==> config.mk <==
export PLATFORM = sky130hd
export DESIGN_NAME = ex_mem_pipe
export DESIGN_NICKNAME = d
export VERILOG_FILES = /design/src/rtl/ex_mem_pkg.sv /design/src/rtl/ex_mem_pipe_slot.sv /design/src/rtl/ex_mem_pipe.sv
export SDC_FILE = /design/constraint.sdc
export NUM_CORES = 1
export LEC_CHECK = 0
export CAP_MARGIN = 20
export CELL_PAD_IN_SITES_DETAIL_PLACEMENT = 0
export CELL_PAD_IN_SITES_GLOBAL_PLACEMENT = 1
export CORE_MARGIN = 2
export CORE_UTILIZATION = 42
export CTS_CLUSTER_DIAMETER = 50
export DETAILED_ROUTE_END_ITERATION = 6
export PLACE_DENSITY_LB_ADDON = 0.1
export SLEW_MARGIN = 20
export SYNTH_ARGS = -nofsm -noshare
export SYNTH_HDL_FRONTEND = slang
export SYNTH_SLANG_ARGS = --single-unit
==> constraint.sdc <==
create_clock -name clk -period 2.39 [get_ports clk]
set_clock_uncertainty 0.05 [all_clocks]
set_input_delay 0.478 -clock clk [delete_from_list [all_inputs] [get_ports clk]]
set_output_delay 0.478 -clock clk [all_outputs]
set_load 0.005 [all_outputs]
==> src/rtl/ex_mem_pkg.sv <==
// Shared types for the EX->MEM pipeline register: the EX payload bundle
// and the Jump field encodings.
package ex_mem_pkg;

    localparam int DATA_W     = 32;
    localparam int REG_ADDR_W = 5;
    localparam int JUMP_W     = 2;

    localparam logic [JUMP_W-1:0] JUMP_NONE = 2'd0;
    localparam logic [JUMP_W-1:0] JUMP_J    = 2'd1;
    localparam logic [JUMP_W-1:0] JUMP_JR   = 2'd2;
    localparam logic [JUMP_W-1:0] JUMP_JAL  = 2'd3;

    typedef struct packed {
        logic [DATA_W-1:0]     pc;
        logic [DATA_W-1:0]     instruction;
        logic                  reg_write;
        logic                  reg_dst;
        logic                  mem_read;
        logic                  mem_write;
        logic                  mem_to_reg;
        logic [JUMP_W-1:0]     jump;
        logic [DATA_W-1:0]     alu_out;
        logic [DATA_W-1:0]     store_data;
        logic [REG_ADDR_W-1:0] rt;
        logic [REG_ADDR_W-1:0] rd;
        logic                  halt;
    } ex_mem_payload_t;

    function automatic logic [1:0] count_valid(input logic a, input logic b);
        return {1'b0, a} + {1'b0, b};
    endfunction

endpackage

==> src/rtl/ex_mem_pipe_slot.sv <==
// One pipeline storage slot: payload register plus valid bit.
// Clear wins over load; a cleared slot keeps its stale payload.
module pipe_slot
    import ex_mem_pkg::*;
(
    input  logic            clk,
    input  logic            rst_n,
    input  logic            load,
    input  logic            clear,
    input  ex_mem_payload_t d,
    output ex_mem_payload_t q,
    output logic            valid
);

    ex_mem_payload_t q_reg;
    logic            valid_reg;

    always_ff @(posedge clk or negedge rst_n) begin
        if (!rst_n) begin
            q_reg     <= '0;
            valid_reg <= 1'b0;
        end else if (clear) begin
            valid_reg <= 1'b0;
        end else if (load) begin
            q_reg     <= d;
            valid_reg <= 1'b1;
        end
    end

    assign q     = q_reg;
    assign valid = valid_reg;

endmodule

==> src/rtl/ex_mem_pipe.sv <==
// EX->MEM pipeline register with valid/ready handshake, 2-entry skid
// buffer, flush and sticky halt tracking.
module ex_mem_pipe
    import ex_mem_pkg::*;
(
    input  logic            clk,
    input  logic            rst_n,
    input  logic            flush,
    input  logic            in_valid,
    output logic            in_ready,
    input  ex_mem_payload_t in_payload,
    output logic            out_valid,
    input  logic            out_ready,
    output ex_mem_payload_t out_payload,
    output logic [1:0]      occupancy,
    output logic            halted
);

    localparam int MAIN = 0;
    localparam int SKID = 1;

    logic            slot_load  [2];
    logic            slot_clear [2];
    ex_mem_payload_t slot_d     [2];
    ex_mem_payload_t slot_q     [2];
    logic            slot_valid [2];

    logic halt_pending_reg;
    logic halted_reg;
    logic acc;
    logic pop;

    generate
        for (genvar gi = 0; gi < 2; gi++) begin : g_slot
            pipe_slot u_slot (
                .clk   (clk),
                .rst_n (rst_n),
                .load  (slot_load[gi]),
                .clear (slot_clear[gi]),
                .d     (slot_d[gi]),
                .q     (slot_q[gi]),
                .valid (slot_valid[gi])
            );
        end
    endgenerate

    // Ready depends only on registered state, so there is no in->out comb path.
    assign in_ready = !slot_valid[SKID] && !halt_pending_reg;
    assign acc      = in_valid && in_ready;
    assign pop      = slot_valid[MAIN] && out_ready;

    always_comb begin
        slot_load[MAIN]  = 1'b0;
        slot_load[SKID]  = 1'b0;
        slot_clear[MAIN] = 1'b0;
        slot_clear[SKID] = 1'b0;
        slot_d[MAIN]     = in_payload;
        slot_d[SKID]     = in_payload;
        if (flush) begin
            slot_clear[MAIN] = 1'b1;
            slot_clear[SKID] = 1'b1;
        end else if (!slot_valid[MAIN]) begin
            slot_load[MAIN] = acc;
        end else if (pop) begin
            if (slot_valid[SKID]) begin
                slot_load[MAIN]  = 1'b1;
                slot_d[MAIN]     = slot_q[SKID];
                slot_clear[SKID] = 1'b1;
            end else if (acc) begin
                slot_load[MAIN] = 1'b1;
            end else begin
                slot_clear[MAIN] = 1'b1;
            end
        end else begin
            slot_load[SKID] = acc;
        end
    end

    // halted survives flush; only reset clears it.
    always_ff @(posedge clk or negedge rst_n) begin
        if (!rst_n) begin
            halt_pending_reg <= 1'b0;
            halted_reg       <= 1'b0;
        end else begin
            if (flush) begin
                halt_pending_reg <= 1'b0;
            end else if (acc && in_payload.halt) begin
                halt_pending_reg <= 1'b1;
            end
            if (pop && slot_q[MAIN].halt) begin
                halted_reg <= 1'b1;
            end
        end
    end

    assign out_valid   = slot_valid[MAIN];
    assign out_payload = slot_q[MAIN];
    assign occupancy   = count_valid(slot_valid[MAIN], slot_valid[SKID]);
    assign halted      = halted_reg;

endmodule
==> GITHUB_STEP_SUMMARY <==
### Yosys + OpenROAD results

| Metric | Value |
|---|---|
| Status | finished, final reports clean |
| Top cells, area | dfrtp_1, mux2_2, mux2_4 |
| # IOs | 302 |
| Critical path class | reg2out |
| Chip Area, Yosys | 13500 um2 |
| Via-per-instance ratio | 4.97 |
| Yosys Instances | 801 |
| Gr usage total | 18.1% |
| Die Ht | 183 um |
| DR WL/cell | 19.4 um |
| Seq pwr share | 41.8% |
| Synth Area in Adders | 0.0925% |
| Post-synth EDFFs | 0 |
| Max transition margin | 72.5% |
| Max-area cell share | 54.7% |
| Synth cell count leaders | mux2_2, dfrtp_1, mux2_4 |
| PortBufs | 301 |
| Post-Syn Instances | 801 |
| CP Launch Type | flip-flop |
| Complex Gates by Area | 0.342% |
| Max-Cap Viols | 0 |
| Largest net degree at the start of global routing | 76 |
| Final period util | 96.3% |
| Critical Path End Type | output pin |
| Post-synthesis cell type count | 22 |
| Via Count | 7776 |
| Chip area | 33700 um2 |
| Crit-path max FO | 10 |
| Synth Seq Share | 54.7% |
| Final Worst Setup Slack | 0.0894 ns |
| Area Growth Syn to Fin | 36.1% |
| Detailed Routing Iterations Pass 1 | 4 |
| Fin Hold WS | 0.419 ns |
| Root Driver | clkbuf_16 |
| Vias in the first global route | 8411 |
| Syn nets | 953 |
| Main synth FF type | dfrtp_1 |
| Layout Utilization | 58.2% |
| Clock sink count | 296 |
| Simple-Gate Fraction of Synth Area | 0.509% |
| Routed wire length | 30.4 mm |
| Floorplan utilization | 42.8% |
| Syn Area/Cell | 16.9 um2 |
| Filler cell count | 2533 |
| Worst min path class | in2async |
| Latency at later pin | 0.50 ns |
| Switching share of power | 23.5% |
| Synth Cell Area | 13500 um2 |
| DP Worst Slack | -0.109 ns |
| Global-route wire length before repair | 48.2 mm |
| Final min period | 2.30 ns |
| Critical Path RT | 1.86 ns |
| Gpl congestion | 0.726 |
| Half-perimeter wire length after placement | 20.4 mm |
| Switch Pwr | 4.05 mW |
| Main logic family after synthesis | multiplexers |
| Post-synth ARST share | 100% |
| Max reg flops | 292 |
| Cell with the most instances after synthesis | mux2_2 |
| RSZ-0062 raised after global routing | false |
| CTS clock-pin slew for the worst setup and hold paths | 0.06 ns |
| Layout cells sized above 1 | 46.9% |
| Warnings from Yosys | 0 |
| Int Power | 13.2 mW |
| Initial antenna violation count | 4 |
| Die Width | 183 um |
| Setup-failing EPs final | 0 |
| FP Rows | 65 |
| Crit path DAT | 1.77 ns |
| Max Clock Freq | 435 MHz |
| Grt ovf | 0 |
| Comb pwr share | 24.2% |
| Area leader, netlist | dfrtp_1 |
| CTS tree | done |
| Maximum vdd drop | 0.570 mV |
| Yosys xor share | 0% |
| Placeable core area | 31600 um2 |
kinds of logic (layout without fill, tap and decap cells):
logic type                 count (synthesis)  after routing
muxes                                    438            438
DFF                                      296            296
buffers and inverters                     49            408
and+or+nand+nor                           12             12
AOI/OAI and AO/OA                          5              5
adders and majority gates                  1              1
other                                      0              2
final timing paths:
| path | start | end | slack, ns | depth (start not counted) |
|---|---|---|---|---|
| max | g_slot[0].u_slot.valid | occupancy[0] | 0.09 | 2 |
| min | rst_n | g_slot[0].u_slot.q[65] | 0.42 | 2 |
| max reg2reg | g_slot[0].u_slot.valid | g_slot[0].u_slot.q[9] | 0.34 | 5 |
| min reg2reg | halted | halted | 0.42 | 1 |
| max in group asynchronous | rst_n | g_slot[0].u_slot.valid | 1.10 | 3 |
| min in group clk | halted | halted | 0.42 | 1 |
critical path, cell delays in order (launching register included):
cell             delay, ns
dfrtp_2               0.47
ha_1                  0.30
clkdlybuf4s50_1       0.50
power groups by stage:
stage	Combinational (mW)	Sequential [mW]	Clock (mW)
global placement	4.16	7.26	0
finish	4.18	7.21	5.86
CTS	4.25	7.23	6.03
floorplan	2.04	7.17	0
detailed placement	4.23	7.27	0
global route	4.48	7.41	6.29
area by class of cell:
type / count / area [um2] / area share [%]
sequential: 296 / 7410 / 40.2
multi-input combinational: 456 / 5600 / 30.4
timing repair buffer: 340 / 3560 / 19.4
clock buffer: 54 / 1160 / 6.33
tap: 402 / 503 / 2.73
clock inverter: 13 / 158 / 0.856
antenna: 2 / 5.00 / 0.0272
inverter: 1 / 3.75 / 0.0204
layer usage:
metal | global-route usage [%] | part of all wire (%)
met4 | 5.12 | 2.1
met1 | 23.9 | 44
met2 | 28.5 | 46
met5 | 0 | 0.043
met3 | 6.10 | 7.8
per-stage QoR:
step | setup TNS (ns) | instance area, um2 | total power, mW | std cells
global route | 0 | 18400 | 18.2 | 1563
detailed placement | -10.40 | 17100 | 11.5 | 1494
CTS | 0 | 18400 | 17.5 | 1562
floorplan | 0 | 13500 | 9.21 | 801
global placement | -10.10 | 17100 | 11.4 | 1494
finish | 0 | 18400 | 17.2 | 1564
cell usage in the layout (no fill, tap or decap), drive strengths merged:
cell / count
a2bb2oi: 1
clkinv: 6
nand2b: 2
nand3b: 1
clkdlybuf4s50: 300
dlygate4sd3: 1
a21oi: 1
dfrtp: 296
nor2: 3
diode: 2
a221oi: 2
bufinv: 3
nand2: 2
nand4b: 1
nor2b: 1
a31o: 1
or2: 1
inv: 1
ha: 1
mux2: 438
clkbuf: 54
clkinvlp: 4
nor4b: 1
buf: 39
repair_timing:
| item | in CTS | in global routing |
|---|---|---|
| gates resized | 0 | 1 |
| endpoints found under the hold margin | 40 | 0 |
| buffers inserted | 0 | 0 |
| hold buffers | 1 | 0 |
| setup endpoints to repair | 0 | 1 |
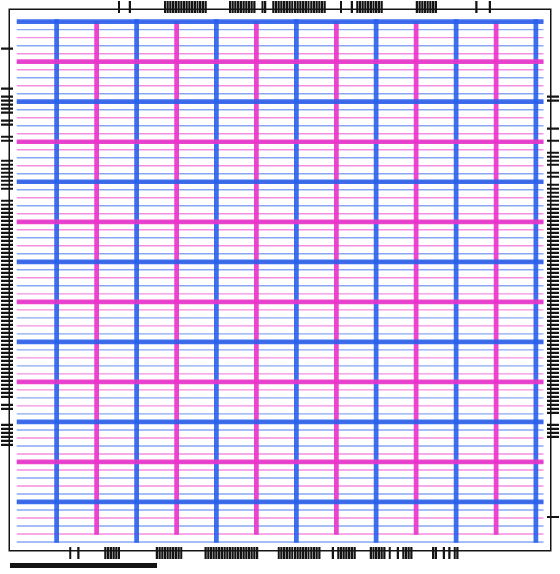
(floorplan with the power grid)
Scale bar: 50 um. Pins as bars on the die edge.
- blue: VSS
- magenta: VDD
- met1 rails: 66
- signal pins: 302
- met4 straps: 13
- rows: 65
- met5 straps: 13

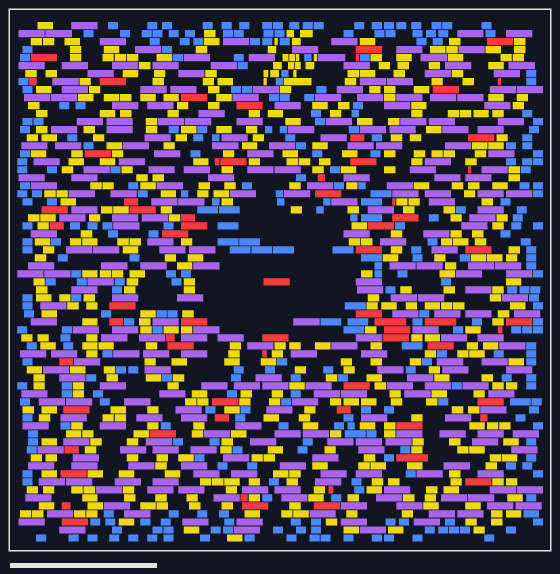
(cell classes on the final placement)
Scale bar: 50 um.
- blue: remaining buffers and delay cells (cells 340; share of their area 20%)
- red: clock drivers and dummy loads (cells 67; share of their area 7.4%)
- purple: sequential cells (cells 296; share of their area 41%)
- yellow: combinational and other logic (cells 457; share of their area 31%)

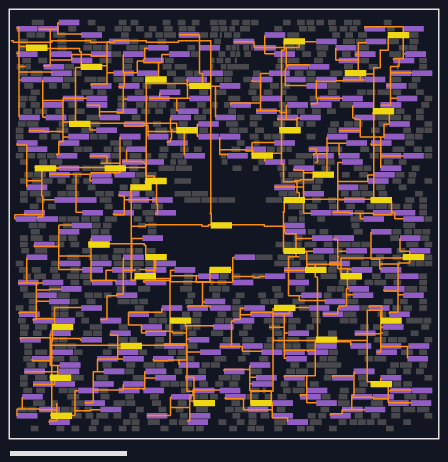
(routed clock nets over the placement)
Scale bar: 50 um.
- orange: clock wires (length 4060 um)
- purple: flip-flops (count 296)
- yellow: clock drivers (count 39)
- routed clock nets: 40
- flops lie: spread over the die

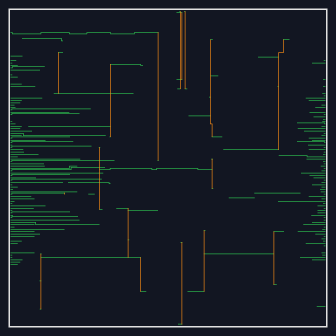
(wiring by layer)
Two of the layers only.
- green: metal 3 (wire length 2370 um)
- orange: metal 4 (wire length 640 um)

Power figures rest on the tool's default switching activity, not on a simulated workload.
